Fig. 1: run 1, I/O pins on the die edge
Pins as bars across the die edge, other pins in grey.
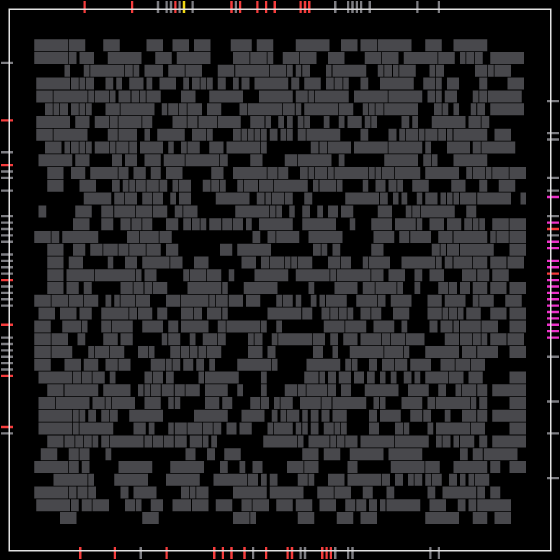
Fig. 2: run 1, register map, names as in the netlist
The bar under the picture is 20 um long. Other sequential cells in the stronger grey, the rest of the logic in the fainter grey.
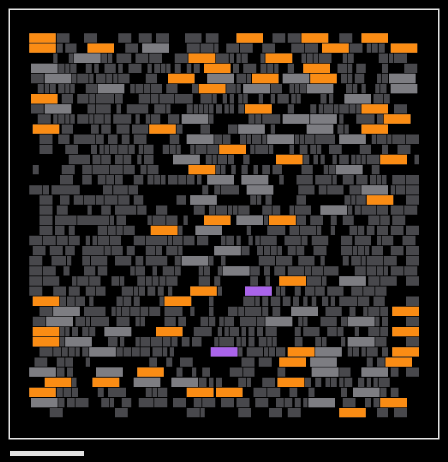
Fig. 3: run 1, selected gate families
The bar under the picture is 20 um long.
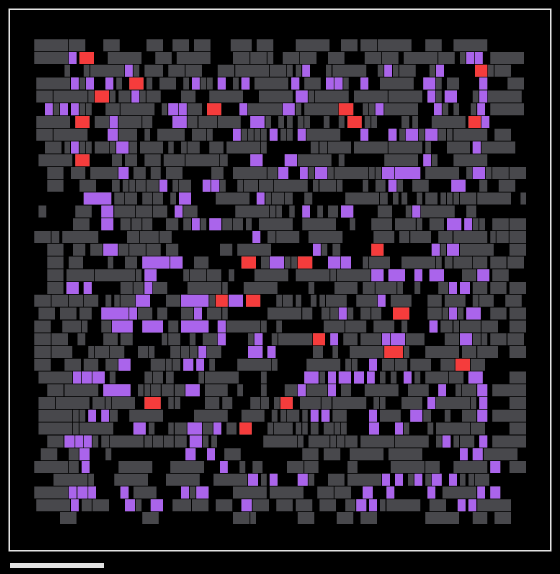
Fig. 4: run 1, routed metal, one colour a layer
Two of the layers only.
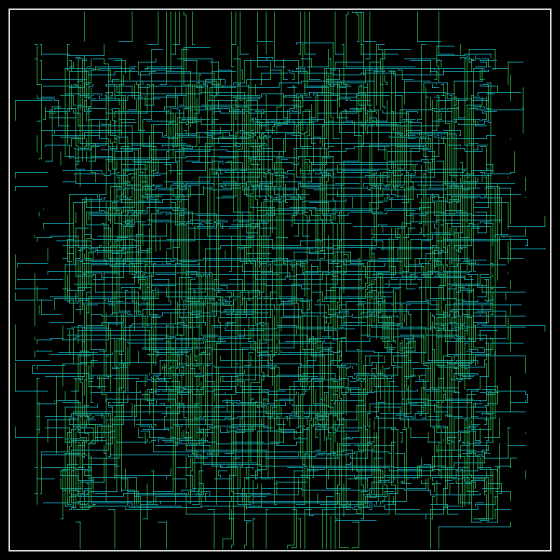
===== src/rtl/etapa1_hs_pkg.sv =====
// Shared definitions for the divider front stage: default widths, FSM encodings
// and the layout of the packed pre-conditioned operand entry.
package etapa1_hs_pkg;

  localparam int DV_W_DEF = 16;
  localparam int DD_W_DEF = 32;

  typedef enum logic [1:0] {
    ST_EMPTY = 2'd0,
    ST_ONE   = 2'd1,
    ST_FULL  = 2'd2
  } state_t;

  // Entry layout, LSB first: flags, then |dividend|, then |divisor| on top.
  localparam int OFF_OVF    = 0;
  localparam int OFF_NOCERO = 1;
  localparam int OFF_NEGQ   = 2;
  localparam int OFF_NEGDD  = 3;
  localparam int OFF_NEGDV  = 4;
  localparam int FLAG_W     = 5;
  localparam int OFF_DDMAG  = FLAG_W;

  function automatic int off_dvmag(input int dd_w);
    return FLAG_W + dd_w;
  endfunction

  function automatic int entry_w(input int dv_w, input int dd_w);
    return FLAG_W + dd_w + dv_w;
  endfunction

endpackage


===== src/rtl/div_precond.sv =====
// Combinational operand conditioning: magnitudes, sign bookkeeping,
// divide-by-zero and quotient-overflow detection, packed into one entry word.
module div_precond
  import etapa1_hs_pkg::*;
#(
  parameter int DV_W = DV_W_DEF,
  parameter int DD_W = DD_W_DEF
) (
  input  logic                              sgn,
  input  logic [DV_W-1:0]                   divisor,
  input  logic [DD_W-1:0]                   dividend,
  output logic [entry_w(DV_W, DD_W)-1:0]    entry
);

  localparam int Q_W = DD_W - DV_W;

  logic            neg_dv;
  logic            neg_dd;
  logic            no_cero;
  logic            neg_q;
  logic            ovf;
  logic [DV_W-1:0] dv_mag;
  logic [DD_W-1:0] dd_mag;

  always_comb begin
    neg_dv  = sgn & divisor[DV_W-1];
    neg_dd  = sgn & dividend[DD_W-1];
    // Most-negative inputs negate to themselves, which reads correctly as 2^(W-1) unsigned.
    dv_mag  = neg_dv ? (~divisor) + DV_W'(1) : divisor;
    dd_mag  = neg_dd ? (~dividend) + DD_W'(1) : dividend;
    no_cero = |divisor;
    neg_q   = (neg_dv ^ neg_dd) & no_cero;
    ovf     = no_cero & (dd_mag[DD_W-1:Q_W] >= dv_mag);
    entry   = {dv_mag, dd_mag, neg_dv, neg_dd, neg_q, no_cero, ovf};
  end

endmodule


===== src/rtl/reg_en.sv =====
// Generic enabled register with synchronous active-high clear.
module reg_en #(
  parameter int W = 1
) (
  input  logic         clk,
  input  logic         reset,
  input  logic         en,
  input  logic [W-1:0] d,
  output logic [W-1:0] q
);

  always_ff @(posedge clk) begin
    if (reset)   q <= '0;
    else if (en) q <= d;
  end

endmodule


===== src/rtl/etapa1_hs.sv =====
// First divider stage: registers pre-conditioned operands behind a valid/ready
// handshake with a 2-entry skid buffer (main M drives outputs, skid S absorbs a stall).
//
//   state    | meaning
//   ---------+----------------------------------------------
//   ST_EMPTY | nothing held, ready for upstream
//   ST_ONE   | M valid on outputs, still accepting
//   ST_FULL  | M valid and S holds the next item, not ready
module etapa1_hs
  import etapa1_hs_pkg::*;
#(
  parameter int DV_W = DV_W_DEF,
  parameter int DD_W = DD_W_DEF
) (
  input  logic            clk,
  input  logic            reset,
  input  logic            goIn,
  output logic            readyOut,
  input  logic            signedIn,
  input  logic [DV_W-1:0] divisorIn,
  input  logic [DD_W-1:0] dividendIn,
  output logic            goOut,
  input  logic            readyIn,
  output logic [DV_W-1:0] divisorMagOut,
  output logic [DD_W-1:0] dividendMagOut,
  output logic            negDivisorOut,
  output logic            negDividendOut,
  output logic            negQuotientOut,
  output logic            DivisorNoCeroOut,
  output logic            overflowOut
);

  localparam int EW     = entry_w(DV_W, DD_W);
  localparam int OFF_DV = off_dvmag(DD_W);

  state_t        state;
  logic          go_q;
  logic          ready_q;
  logic          accept;
  logic          deliver;
  logic          load_m;
  logic          load_s;
  logic [EW-1:0] entry_in;
  logic [EW-1:0] m_d;
  logic [EW-1:0] m_q;
  logic [EW-1:0] s_q;

  div_precond #(.DV_W(DV_W), .DD_W(DD_W)) u_precond (
    .sgn      (signedIn),
    .divisor  (divisorIn),
    .dividend (dividendIn),
    .entry    (entry_in)
  );

  assign accept  = goIn & ready_q;
  assign deliver = go_q & readyIn;

  always_comb begin
    load_m = 1'b0;
    load_s = 1'b0;
    m_d    = entry_in;
    case (state)
      ST_EMPTY: load_m = accept;
      ST_ONE: begin
        load_m = accept & deliver;
        load_s = accept & ~deliver;
      end
      ST_FULL: begin
        load_m = deliver;
        m_d    = s_q;
      end
      default: ;
    endcase
  end

  reg_en #(.W(EW)) u_reg_m (
    .clk   (clk),
    .reset (reset),
    .en    (load_m),
    .d     (m_d),
    .q     (m_q)
  );

  reg_en #(.W(EW)) u_reg_s (
    .clk   (clk),
    .reset (reset),
    .en    (load_s),
    .d     (entry_in),
    .q     (s_q)
  );

  // ready_q is held low through reset so the first ready cycle follows the release edge.
  always_ff @(posedge clk) begin
    if (reset) begin
      state   <= ST_EMPTY;
      go_q    <= 1'b0;
      ready_q <= 1'b0;
    end else begin
      case (state)
        ST_EMPTY: begin
          ready_q <= 1'b1;
          if (accept) begin
            state <= ST_ONE;
            go_q  <= 1'b1;
          end
        end
        ST_ONE: begin
          if (accept && !deliver) begin
            state   <= ST_FULL;
            ready_q <= 1'b0;
          end else if (!accept && deliver) begin
            state <= ST_EMPTY;
            go_q  <= 1'b0;
          end
        end
        ST_FULL: begin
          if (deliver) begin
            state   <= ST_ONE;
            ready_q <= 1'b1;
          end
        end
        default: begin
          state   <= ST_EMPTY;
          go_q    <= 1'b0;
          ready_q <= 1'b1;
        end
      endcase
    end
  end

  assign readyOut         = ready_q;
  assign goOut            = go_q;
  assign divisorMagOut    = m_q[OFF_DV +: DV_W];
  assign dividendMagOut   = m_q[OFF_DDMAG +: DD_W];
  assign negDivisorOut    = m_q[OFF_NEGDV];
  assign negDividendOut   = m_q[OFF_NEGDD];
  assign negQuotientOut   = m_q[OFF_NEGQ];
  assign DivisorNoCeroOut = m_q[OFF_NOCERO];
  assign overflowOut      = m_q[OFF_OVF];

endmodule


===== config.mk =====
export PLATFORM = sky130hd
export DESIGN_NAME = etapa1_hs
export DESIGN_NICKNAME = d
export VERILOG_FILES = /design/src/rtl/etapa1_hs_pkg.sv /design/src/rtl/div_precond.sv /design/src/rtl/reg_en.sv /design/src/rtl/etapa1_hs.sv
export SDC_FILE = /design/constraint.sdc
export NUM_CORES = 1
export LEC_CHECK = 0
export ABC_CLOCK_PERIOD_IN_PS = 3800
export CAP_MARGIN = 15
export CORE_MARGIN = 5
export CORE_UTILIZATION = 55
export CTS_BUF_LIST = sky130_fd_sc_hd__clkbuf_2 sky130_fd_sc_hd__clkbuf_4 sky130_fd_sc_hd__clkbuf_8
export DETAILED_ROUTE_END_ITERATION = 8
export GPL_TIMING_DRIVEN = 0
export PLACE_DENSITY_LB_ADDON = 0.1
export SLEW_MARGIN = 10
export SYNTH_ARGS = -nofsm -noshare
export SYNTH_HDL_FRONTEND = slang
export SYNTH_SLANG_ARGS = --single-unit

===== constraint.sdc =====
create_clock -name clk -period 3.8 [get_ports clk]
set_clock_uncertainty 0.2 [all_clocks]
set_input_delay 0.38 -clock clk [delete_from_list [all_inputs] [get_ports clk]]
set_output_delay 0.38 -clock clk [all_outputs]
set_load 0.03 [all_outputs]

==> results.txt, run 1 <==
Results of the flow run.

The area of the core stands at 10800 um^2. In this run the remaining antenna-violating nets after routing total 0. The clock sink count stands at 110.

The static leakage stands at 2.86 nW. Of the available clock period, the critical path in the final layout requires 0.973. The run finished with clean final reports. The total area of sequential cells stands at 2200 um^2. The maximum number of pins on one net before global-route repair stands at 20. Among all cell classes, the greatest summed area belongs to logic gates. The average cell area after synthesis stands at 8.21 um^2.

The most used flip-flop cell after synthesis is dfxtp_1. The multi-input combinational area share stands at 0.469. 108 I/O pins were placed. The power report attributes to the combinational group a share of 0.262. The switching share of power stands at 0.336. 551 cells are multi-input combinational gates.

Of the total synthesized cell area, the portion taken by XOR and XNOR cells is 0.0607. The total power per unit cell area stands at 340 nW/um^2. For the combinational group, total power comes out at 679 uW.

In the routed layout, each cell is associated on average with a via count of 6.34. The switching power stands at 870 uW. The number of inserted diodes stands at 0. The mapped netlist covers 6060 um^2. Per the final report, the share of cell area in non-clock buffers is 0.186. The count of clock buffers in the final design stands at 9. Endpoints failing hold in the final report were tallied at 0. TritonCTS built the clock tree. The iteration count recorded for the first detailed-route pass is 5.

The number of global-route vias before repair stands at 6089. The initial utilization of the core area, before any placement, comes to 0.559. During synthesis, Yosys emitted a total of 0 warnings. The number of antenna violations at the first check in global routing stands at 0. The weighted congestion at the end of routability-driven global placement stands at 0.974. The per-cell routed wire length stands at 20.7 um. The most critical setup path has its startpoint at dividendIn[3]. The critical path in this run is classified as primary input to flop. Per the CTS log, the root buffer master is clkbuf_8.
Notes on Fig. 1 above:
[red] `dividendMagOut` | pins: 32 | direction: output | edge: 13 bottom, 11 top, 6 left, 2 right
[yellow] `signedIn` | pins: 1 | direction: input | edge: top
[magenta] `divisorIn` | pins: 16 | direction: input | edge: right
all pins by edge: 31 left, 29 right, 26 top, 22 bottom
Port-buffer cells: 101
DIE WIDTH: 115 um
Vert. Die Dim: 115 um

Notes on Fig. 2 above:
[orange] `u_reg_m.q` | flops: 53 | where: spread over the die
[purple] `state` | flops: 2

Notes on Fig. 3 above:
[purple] inverting AOI/OAI gates | cells: 197 | where: spread over the die
[red] AND-OR and OR-AND gates | cells: 22

Notes on Fig. 4 above:
[green] met2 | wire length: 9660 um
[cyan] met1 | wire length: 8540 um
via count: 6414
GRT Overall Usage: 0.310
final routed wirelength across all metal layers: 21.0 mm

[run 1: critical path: stages]
cell             delay [ns]
clkdlybuf4s50_1        0.52
or3_4                  0.47
or3_1                  0.40
o31ai_2                0.22
xor2_1                 0.18
buf_4                  0.15
inv_1                  0.04
ha_1                   0.29
and4_4                 0.23
o211ai_1               0.08
or4_1                  0.52
o2111a_1               0.17
o22ai_1                0.16
[run 1: registers in the layout, indices dropped and copies added (netlist names)]
register / cells
readyOut: 1
u_reg_m.q: 53
state: 2
goOut: 1
u_reg_s.q: 53
[run 1: how the worst min path moves through the flow]
stage                         startpoint       endpoint  slack (ns)  depth (start not counted)
final                     dividendIn[28]  u_reg_s.q[33]        0.09                          3
after global routing      dividendIn[28]  u_reg_s.q[33]         0.1                          3
after detailed placement    u_reg_s.q[1]   u_reg_s.q[1]        0.23                          2
after floorplan             u_reg_s.q[1]   u_reg_s.q[1]        0.21                          2
after global placement      u_reg_s.q[1]   u_reg_s.q[1]        0.22                          2
after CTS                 dividendIn[28]  u_reg_s.q[33]        0.08                          3
[run 1: per-layer routing]
metal  vias up  wire (um)
li1       2953          -
met1      3000       8540
met2       404       9660
met3        57       2030
met4         0        742
met5         -          0
[run 1: stage by stage]
stage / std cells / hold slack, ns / instance area, um^2 / utilization
finish: 1012 / 0.0921 / 7630 / 0.704
global route: 1012 / 0.0991 / 7630 / 0.704
CTS: 1003 / 0.0835 / 7490 / 0.691
detailed placement: 979 / 0.234 / 7240 / 0.668
global placement: 979 / 0.225 / 7240 / 0.668
floorplan: 738 / 0.214 / 6060 / -
Fig. 5: run 1, clock nets
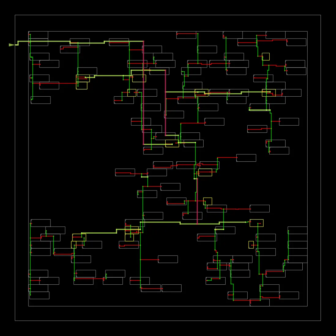

==> inputs of run 2 (changes only) <==
--- a/config.mk
+++ b/config.mk
@@ -11,7 +11,7 @@
 export CORE_UTILIZATION = 55
 export CTS_BUF_LIST = sky130_fd_sc_hd__clkbuf_2 sky130_fd_sc_hd__clkbuf_4 sky130_fd_sc_hd__clkbuf_8
 export DETAILED_ROUTE_END_ITERATION = 8
-export GPL_TIMING_DRIVEN = 0
+export MAX_ROUTING_LAYER = met4
 export PLACE_DENSITY_LB_ADDON = 0.1
 export SLEW_MARGIN = 10
 export SYNTH_ARGS = -nofsm -noshare
Fig. 6: run 2, clock nets
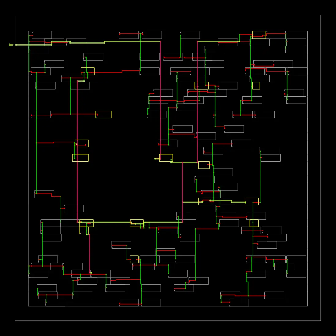
clk_lat worst skew: 0.39 ns
clk sink count: 110
clock group total power: 717 uW
tally of clock buffers in the finished layout: 9
number of buffers created by CTS: 9

Fig. 7: run 2, I/O pins on the die edge
Pins as bars across the die edge, other pins in grey.
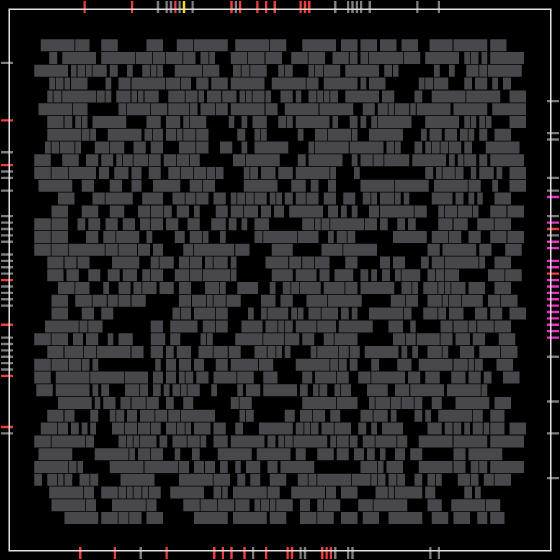
[magenta] `divisorIn` | pins: 16 | direction: input | edge: right
[red] `dividendMagOut` | pins: 32 | direction: output | edge: 13 bottom, 11 top, 6 left, 2 right
[yellow] `signedIn` | pins: 1 | direction: input | edge: top
Port-buffer cells: 107

Fig. 8: run 2, selected gate families
The bar under the picture is 20 um long.
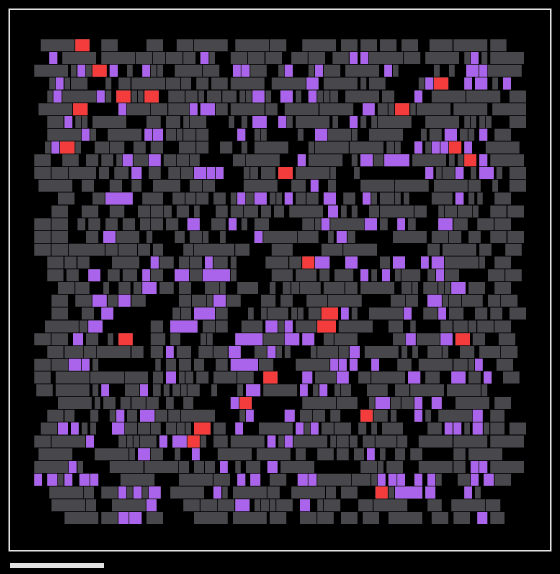
[purple] inverting AOI/OAI gates | cells: 197 | where: spread over the die
[red] AND-OR and OR-AND gates | cells: 22 | where: spread over the die
highest-count logic cell in the final layout: dfxtp_1
multi-input logic portion of the cell area: 0.443
post-route non-filler standard cell count: 1039

==> run 2 against run 1 <==
  * Area after synthesis stayed put
  * Combinational power is 3% higher
  * Sequential share of layout area shrank 1.3 points
  * Via count is 1.7% lower
  * Design area rose by 4.6%
  * Clock power increased by 5.9%
  * Wire length is 7.9% lower
  * Hold slack better by 0.16 ns
  * Flip-flop count unchanged
  * Power rose by 2.3%
  * Critical path depth did not move
==> results.txt, run 2 <==
Results of the flow run.

The number of hold violations in the final report was 0 (unchanged). The number of buffer and inverter instances along the worst setup path stands at 3 (unchanged). The cell count after placement stands at 1020 (+4.2%). The switching power stands at 886 uW (+1.8%). CTS placed an instance of clkbuf_8 at the clock tree root. STA classifies the critical path startpoint as a primary input.

STA lists the startpoint of the worst register-to-register path as goOut. The tally of yosys warning messages stands at 0 (unchanged). The hold-critical path depth stands at 2 (-1). The flow ran to the end, and the final reports show no timing, DRC or antenna violations.

The effective utilization at floorplan stands at 0.559 (unchanged). Data on the critical path is required at its endpoint by 3.92 ns. The number of antenna violations at the first check in global routing stands at 0 (unchanged).

The worst stage delay on the critical path was 0.50 ns (-0.02 ns). The adder-cell share of the synthesized area stands at 0.0434. Yosys mapped a number of flops with a built-in enable equal to 0. The tally of nets with antenna violations remaining after routing stands at 0 (unchanged). The post-detailed-placement cell area stands at 7740 um^2 (+6.9%). The worst relative slew slack stands at 0.363. Per the STA report, the cell with the highest stage delay on the worst path is or4_1. The vertical extent of the die stands at 115 um (unchanged). The I/O pin total is 108 (unchanged). The average cell area after synthesis came to 8.21 um^2 (unchanged). The number of inserted diodes was 0 (unchanged).

The routed via count divided by cell count came to 6.07 (-4.3%). The wire length reported by the detailed router stands at 19.3 mm (-7.9%). The critical path is of the primary input to flop type.

The post-cts repair resize count stands at 0. Yosys shows that the main logic family after synthesis is simple AND/OR/NAND/NOR gates. In this run the worst setup path begins at dividendIn[0].

Summing all multi-input logic gate instances after layout gives 3540 um^2. The area of the core stands at 10800 um^2 (unchanged). After clock tree synthesis, the clock-pin slew on the worst setup and hold paths is 0.11 ns. The total area of sequential cells is 2200 um^2 (unchanged).

The fraction of the cycle the final worst path needs was 0.955 (-0.0175). The share of the synthesized netlist area taken by xor and xnor gates was 0.0607 (unchanged). The synthesis report names the predominant flop master as dfxtp_1. The minimum hold slack stands at 0.253 ns (+0.161 ns). The first-pass iteration count of the detailed router stands at 5 (unchanged).

Per the hold report, the tightest min-delay path originates at u_reg_m.q[9]. The total global-route track usage stands at 0.301 (-0.00963). The report lists the number of standard-cell rows as 38. The maximum number of pins on one net before global-route repair is 51 (+160%).

The die span in x stands at 115 um (unchanged). The timing report attributes the biggest portion of critical-path delay to simple AND/OR/NAND/NOR gates. The final core utilization was 0.736 (+0.0324). The largest registers in the layout are u_reg_m.q: 53 flops, u_reg_s.q: 53 flops, state: 2 flops.

The number of global-route vias before repair stands at 6070 (-0.31%). The finished layout cell area stands at 7980 um^2 (+4.6%). The static leakage was 3.11 nW (+8.7%).

The OpenROAD warning count stands at 28. The switching share of power stands at 0.334 (-0.00151). The per-cell routed wire length was 18.6 um (-10%). The post-synthesis cell area stands at 6060 um^2 (unchanged). The weighted congestion at the end of routability-driven global placement stands at 0.943 (-3.1%).
-- run 2: netlist changes by cell type in the layout (fill, tap and decap cells not counted), moves of 3 or more --
cell and change:
buf_2 -7, clkbuf_1 -41, buf_4 +75, nor3_1 +3, clkdlybuf4s50_1 +7
-- run 2: final timing paths --
| check | slack, ns | end |
|---|---|---|
| worst max-delay path | 0.17 | u_reg_m.q[0] |
| worst min-delay path | 0.25 | u_reg_m.q[9] |
| worst max register to register | 1.02 | u_reg_m.q[9] |
| worst min register to register | 0.25 | u_reg_m.q[9] |
-- run 2: power groups by stage --
stage	Combinational, mW	Sequential, mW	Clock [mW]
after global placement	0.672	1.26	0
after global routing	0.750	1.24	0.770
after floorplan	0.286	1.34	0
final	0.697	1.24	0.717
after CTS	0.690	1.24	0.738
after detailed placement	0.686	1.26	0
-- run 2: layer usage --
metal | global-route usage | share of wire | up-vias
met1 | 0.398 | 0.44 | 3008
met2 | 0.472 | 0.46 | 233
met3 | 0.0389 | 0.066 | 47
met5 | - | 0 | -
met4 | 0.110 | 0.032 | 0
li1 | - | - | 3014
-- run 2: through the flow --
stage,setup slack (ns),setup TNS (ns)
final,0.171,0
after global routing,0.0462,0
after floorplan,0.452,0
after detailed placement,-0.253,-0.456
after global placement,-0.0889,-0.149
after CTS,0.135,0
-- run 2: cell type report --
cell class	count	area share
Clock buffer	9	0.0155
Clock inverter	7	0.00972
Inverter	21	0.00988
Multi-Input combinational cell	551	0.443
Sequential cell	110	0.276
Tap cell	140	0.0220
Timing Repair Buffer	201	0.224
-- run 2: worst register-to-register path, cell delays in order, from the launching register on --
cell and delay (ns):
dfxtp_1 0.36, nand2_1 0.12, inv_1 0.09, ha_1 0.23
nand3b_1 0.22, and3_2 0.88, buf_4 0.35, a211o_1 0.13
a21oi_1 0.06
==> inputs of run 3 (changes only) <==
--- a/config.mk
+++ b/config.mk
@@ -13,7 +13,6 @@
 export DETAILED_ROUTE_END_ITERATION = 8
 export MAX_ROUTING_LAYER = met4
 export PLACE_DENSITY_LB_ADDON = 0.1
-export SLEW_MARGIN = 10
 export SYNTH_ARGS = -nofsm -noshare
 export SYNTH_HDL_FRONTEND = slang
 export SYNTH_SLANG_ARGS = --single-unit
Fig. 9: run 3, I/O pins on the die edge
Pins as bars across the die edge, other pins in grey.
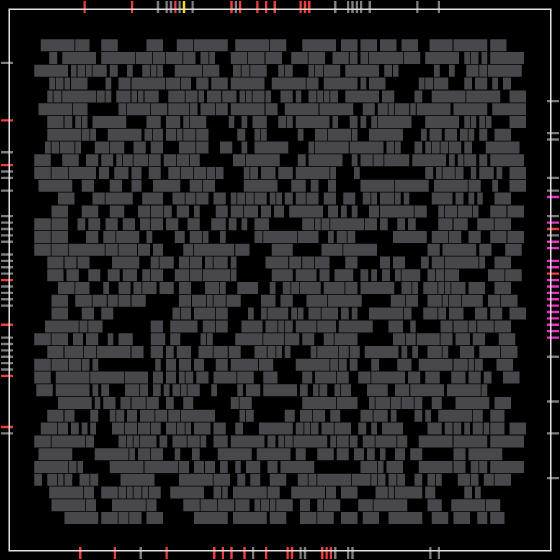
[red] `dividendMagOut` | pins: 32 | direction: output | edge: 13 bottom, 11 top, 6 left, 2 right
[yellow] `signedIn` | pins: 1 | direction: input | edge: top
[magenta] `divisorIn` | pins: 16 | direction: input | edge: right

Fig. 10: run 3, clock nets
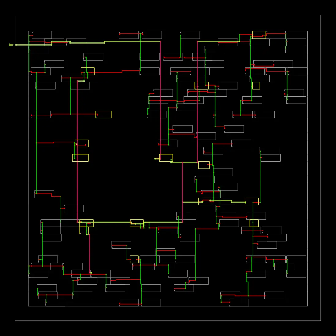
sequential cells: 110

==> run 3 against run 2 <==
  * Combinational power barely moved
  * Critical endpoint unchanged
  * Critical path depth did not move
  * Largest cell class unchanged
  * Wire length did not move
  * Area after synthesis did not move
  * Power did not move
  * First-iteration DRC count did not move
  * Highest routed layer unchanged
==> results.txt, run 3 <==
Results of the flow run.

The first-pass GRT wire length stands at 30.9 mm. The run finished with clean final reports. The share of the synthesized netlist area taken by xor and xnor gates is 0.0607 (unchanged). The total nets after synthesis stands at 812. The final non-filler cell total stands at 1039 (unchanged). TritonCTS built the clock tree. The die span in x is 115 um (unchanged). The number of hold violations in the final report stands at 0 (unchanged). The half-perimeter wire length after placement stands at 14.0 mm.

The minimum hold slack came to 0.253 ns (unchanged). The number of CTS-inserted buffers came to 9 (unchanged). The maximum number of pins on one net before global-route repair stands at 51 (unchanged).

The critical path's slowest stage uses the library cell or4_1. The flip-flop and latch count after synthesis stands at 110. The post-cts hold-fix buffer tally stands at 0. The average cell area after synthesis stands at 8.21 um^2 (unchanged). Following the worst setup path forward leads to its endpoint at u_reg_m.q[0]. The DRC marker count from the first detailed-route iteration stands at 593.

The switching power stands at 886 uW (unchanged). In the final layout, the registers with the most flip-flops are u_reg_m.q: 53 flops, u_reg_s.q: 53 flops, state: 2 flops. The wire length reported by the detailed router came to 19.3 mm (unchanged).

The endpoint identified for the worst register-to-register timing path is u_reg_m.q[9]. The number of antenna violations at the first check in global routing came to 0 (unchanged). The worst setup path is launched from a primary input.

The flop-to-flop setup slack stands at 1.02 ns (about the same). The most critical setup path has its startpoint at dividendIn[0]. The clock sink count was 110 (unchanged). The power report attributes to the sequential group a share of 0.467.

The setup path with the least slack is of type primary input to flop. The endpoint required time on the critical path is 3.92 ns (about the same). STA classifies the critical path endpoint as a flop. The worst register-to-register path begins at goOut. The remaining routing DRC violations stands at 0. The cell count after placement was 1020 (unchanged). The OpenROAD warning count is 28 (unchanged). The most used flip-flop cell after synthesis is dfxtp_1. On the critical path the largest part of the delay comes from simple AND/OR/NAND/NOR gates.

The final core utilization was 0.736 (unchanged). The worst reg-to-reg path cell count stands at 8. The fraction of the cycle the final worst path needs came to 0.955 (unchanged). The static leakage stands at 3.11 nW (unchanged). The final net count stands at 968. The startpoint identified for the worst hold timing path is u_reg_m.q[9]. The total power per unit cell area stands at 332 nW/um^2. The clock-pin transition on the worst setup and hold timing paths is 0.11 ns (about the same). The weighted congestion at the end of routability-driven global placement stands at 0.943 (unchanged).

The area of the core was 10800 um^2 (unchanged). The tally of yosys warning messages is 0 (unchanged). The instance count on the critical path stands at 13. The post-synthesis cell area stands at 6060 um^2 (unchanged).

The hold-critical path depth is 2 (unchanged). The post-synth area from yosys stat stands at 6060 um^2. The total global-route track usage stands at 0.301 (unchanged). The vertical extent of the die was 115 um (unchanged).

The final worst setup slack stands at 0.171 ns (unchanged). The register area share after synthesis stands at 0.363. Per the OpenROAD floorplan log, the area of the die is 13200 um^2.

The share of total power dissipated in combinational logic is 0.263. The worst setup slack before clock tree synthesis was -0.253 ns (unchanged). The post-synth tally of flip-flops with integrated enable stands at 0 (unchanged). The number of buffer and inverter instances along the worst setup path was 3 (unchanged).

After synthesis, the largest family of logic cells by area is simple AND/OR/NAND/NOR gates. The number of rows created at floorplan stands at 38 (unchanged). In the hold report, the worst path ends at u_reg_m.q[9]. The routed via count divided by cell count came to 6.07 (unchanged). The post-detailed-placement cell area stands at 7740 um^2 (unchanged). The library cell used most frequently in the layout, excluding fill and tap cells, is dfxtp_1. The total negative setup slack came to 0 ns (unchanged).

The tally of nets with antenna violations remaining after routing is 0 (unchanged). The I/O pin total stands at 108 (unchanged). The first-pass iteration count of the detailed router stands at 5 (unchanged). The worst stage delay on the critical path is 0.50 ns (about the same). The transition at the pin with the smallest max-transition slack stands at 0.956 ns. The later-pin clock latency in the skew report came to 0.39 ns (about the same). The finished layout cell area stands at 7980 um^2 (unchanged). The clock share of power stands at 0.271. The count of mapped cells out of synthesis stands at 738. Total power for the finished layout comes to 2.65 mW. The switching share of power stands at 0.334 (unchanged). The worst relative slew slack stands at 0.363 (unchanged). The number of global-route vias before repair stands at 6070 (unchanged).

Per the CTS log, the root buffer master is clkbuf_8. The synthesized netlist was found by Yosys to have 738 cells. The per-cell routed wire length was 18.6 um (unchanged).

The adder-cell share of the synthesized area was 0.0434 (unchanged). The effective utilization at floorplan came to 0.559 (unchanged). In this run, the synthesized area fraction spent on and/or/nand/nor cells is recorded as 0.235. The number of inserted diodes stands at 0 (unchanged).

Setup repair after global routing left no endpoint under its margin. The number of I/O port buffers stands at 107 (unchanged).
Fig. 11: run 3, selected gate families
The bar under the picture is 20 um long.
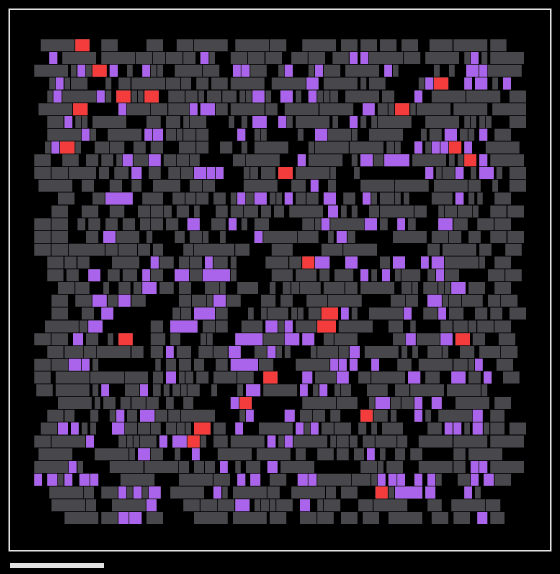
[red] AND-OR and OR-AND gates | cells: 22 | where: spread over the die
[purple] inverting AOI/OAI gates | cells: 197 | where: spread over the die

-- run 3: cell counts after synthesis --
Identical to the previous run, type by type.
-- run 3: final cells by class --
class / instances / area, um^2 / area share
Clock inverter: 7 / 77.6 / 0.00972
Tap cell: 140 / 175 / 0.0220
Clock buffer: 9 / 124 / 0.0155
Multi-Input combinational cell: 551 / 3540 / 0.443
Inverter: 21 / 78.8 / 0.00988
Sequential cell: 110 / 2200 / 0.276
Timing Repair Buffer: 201 / 1780 / 0.224
-- run 3: power groups by stage --
stage | Combinational, mW | Clock [mW] | Sequential, mW
2_1_floorplan | 0.286 | 0 | 1.34
3_3_place_gp | 0.672 | 0 | 1.26
3_5_place_dp | 0.686 | 0 | 1.26
4_1_cts | 0.690 | 0.738 | 1.24
5_1_grt | 0.750 | 0.770 | 1.24
6_report | 0.697 | 0.717 | 1.24
-- run 3: cells by family (layout without fill, tap and decap cells) --
kind of cell | count (synthesis) | count (layout)
simple gates | 266 | 266
compound gates | 219 | 219
flops | 110 | 110
buf+inv | 77 | 238
xor+xnor | 42 | 42
fa+ha+maj | 21 | 21
mux | 3 | 3
-- run 3: layer usage --
layer | vias to the layer above | track usage | routed length [um]
met5 | - | - | 0
met4 | 0 | 0.110 | 616
met3 | 47 | 0.0389 | 1270
met2 | 233 | 0.472 | 8890
met1 | 3008 | 0.398 | 8540
li1 | 3014 | - | -
-- run 3: worst min-delay path, stage by stage, from the launching register on --
cell	delay (ns)
dfxtp_1	0.32
nand2_1	0.05
a21oi_1	0.05
-- run 3: repair_timing --
item / 4_1_cts / 5_1_grt
gates resized: 0 / 3
buffers inserted: 0 / 3
setup endpoints to repair: 0 / 2
No activity file was given, so power comes from the tool's default toggle rates.
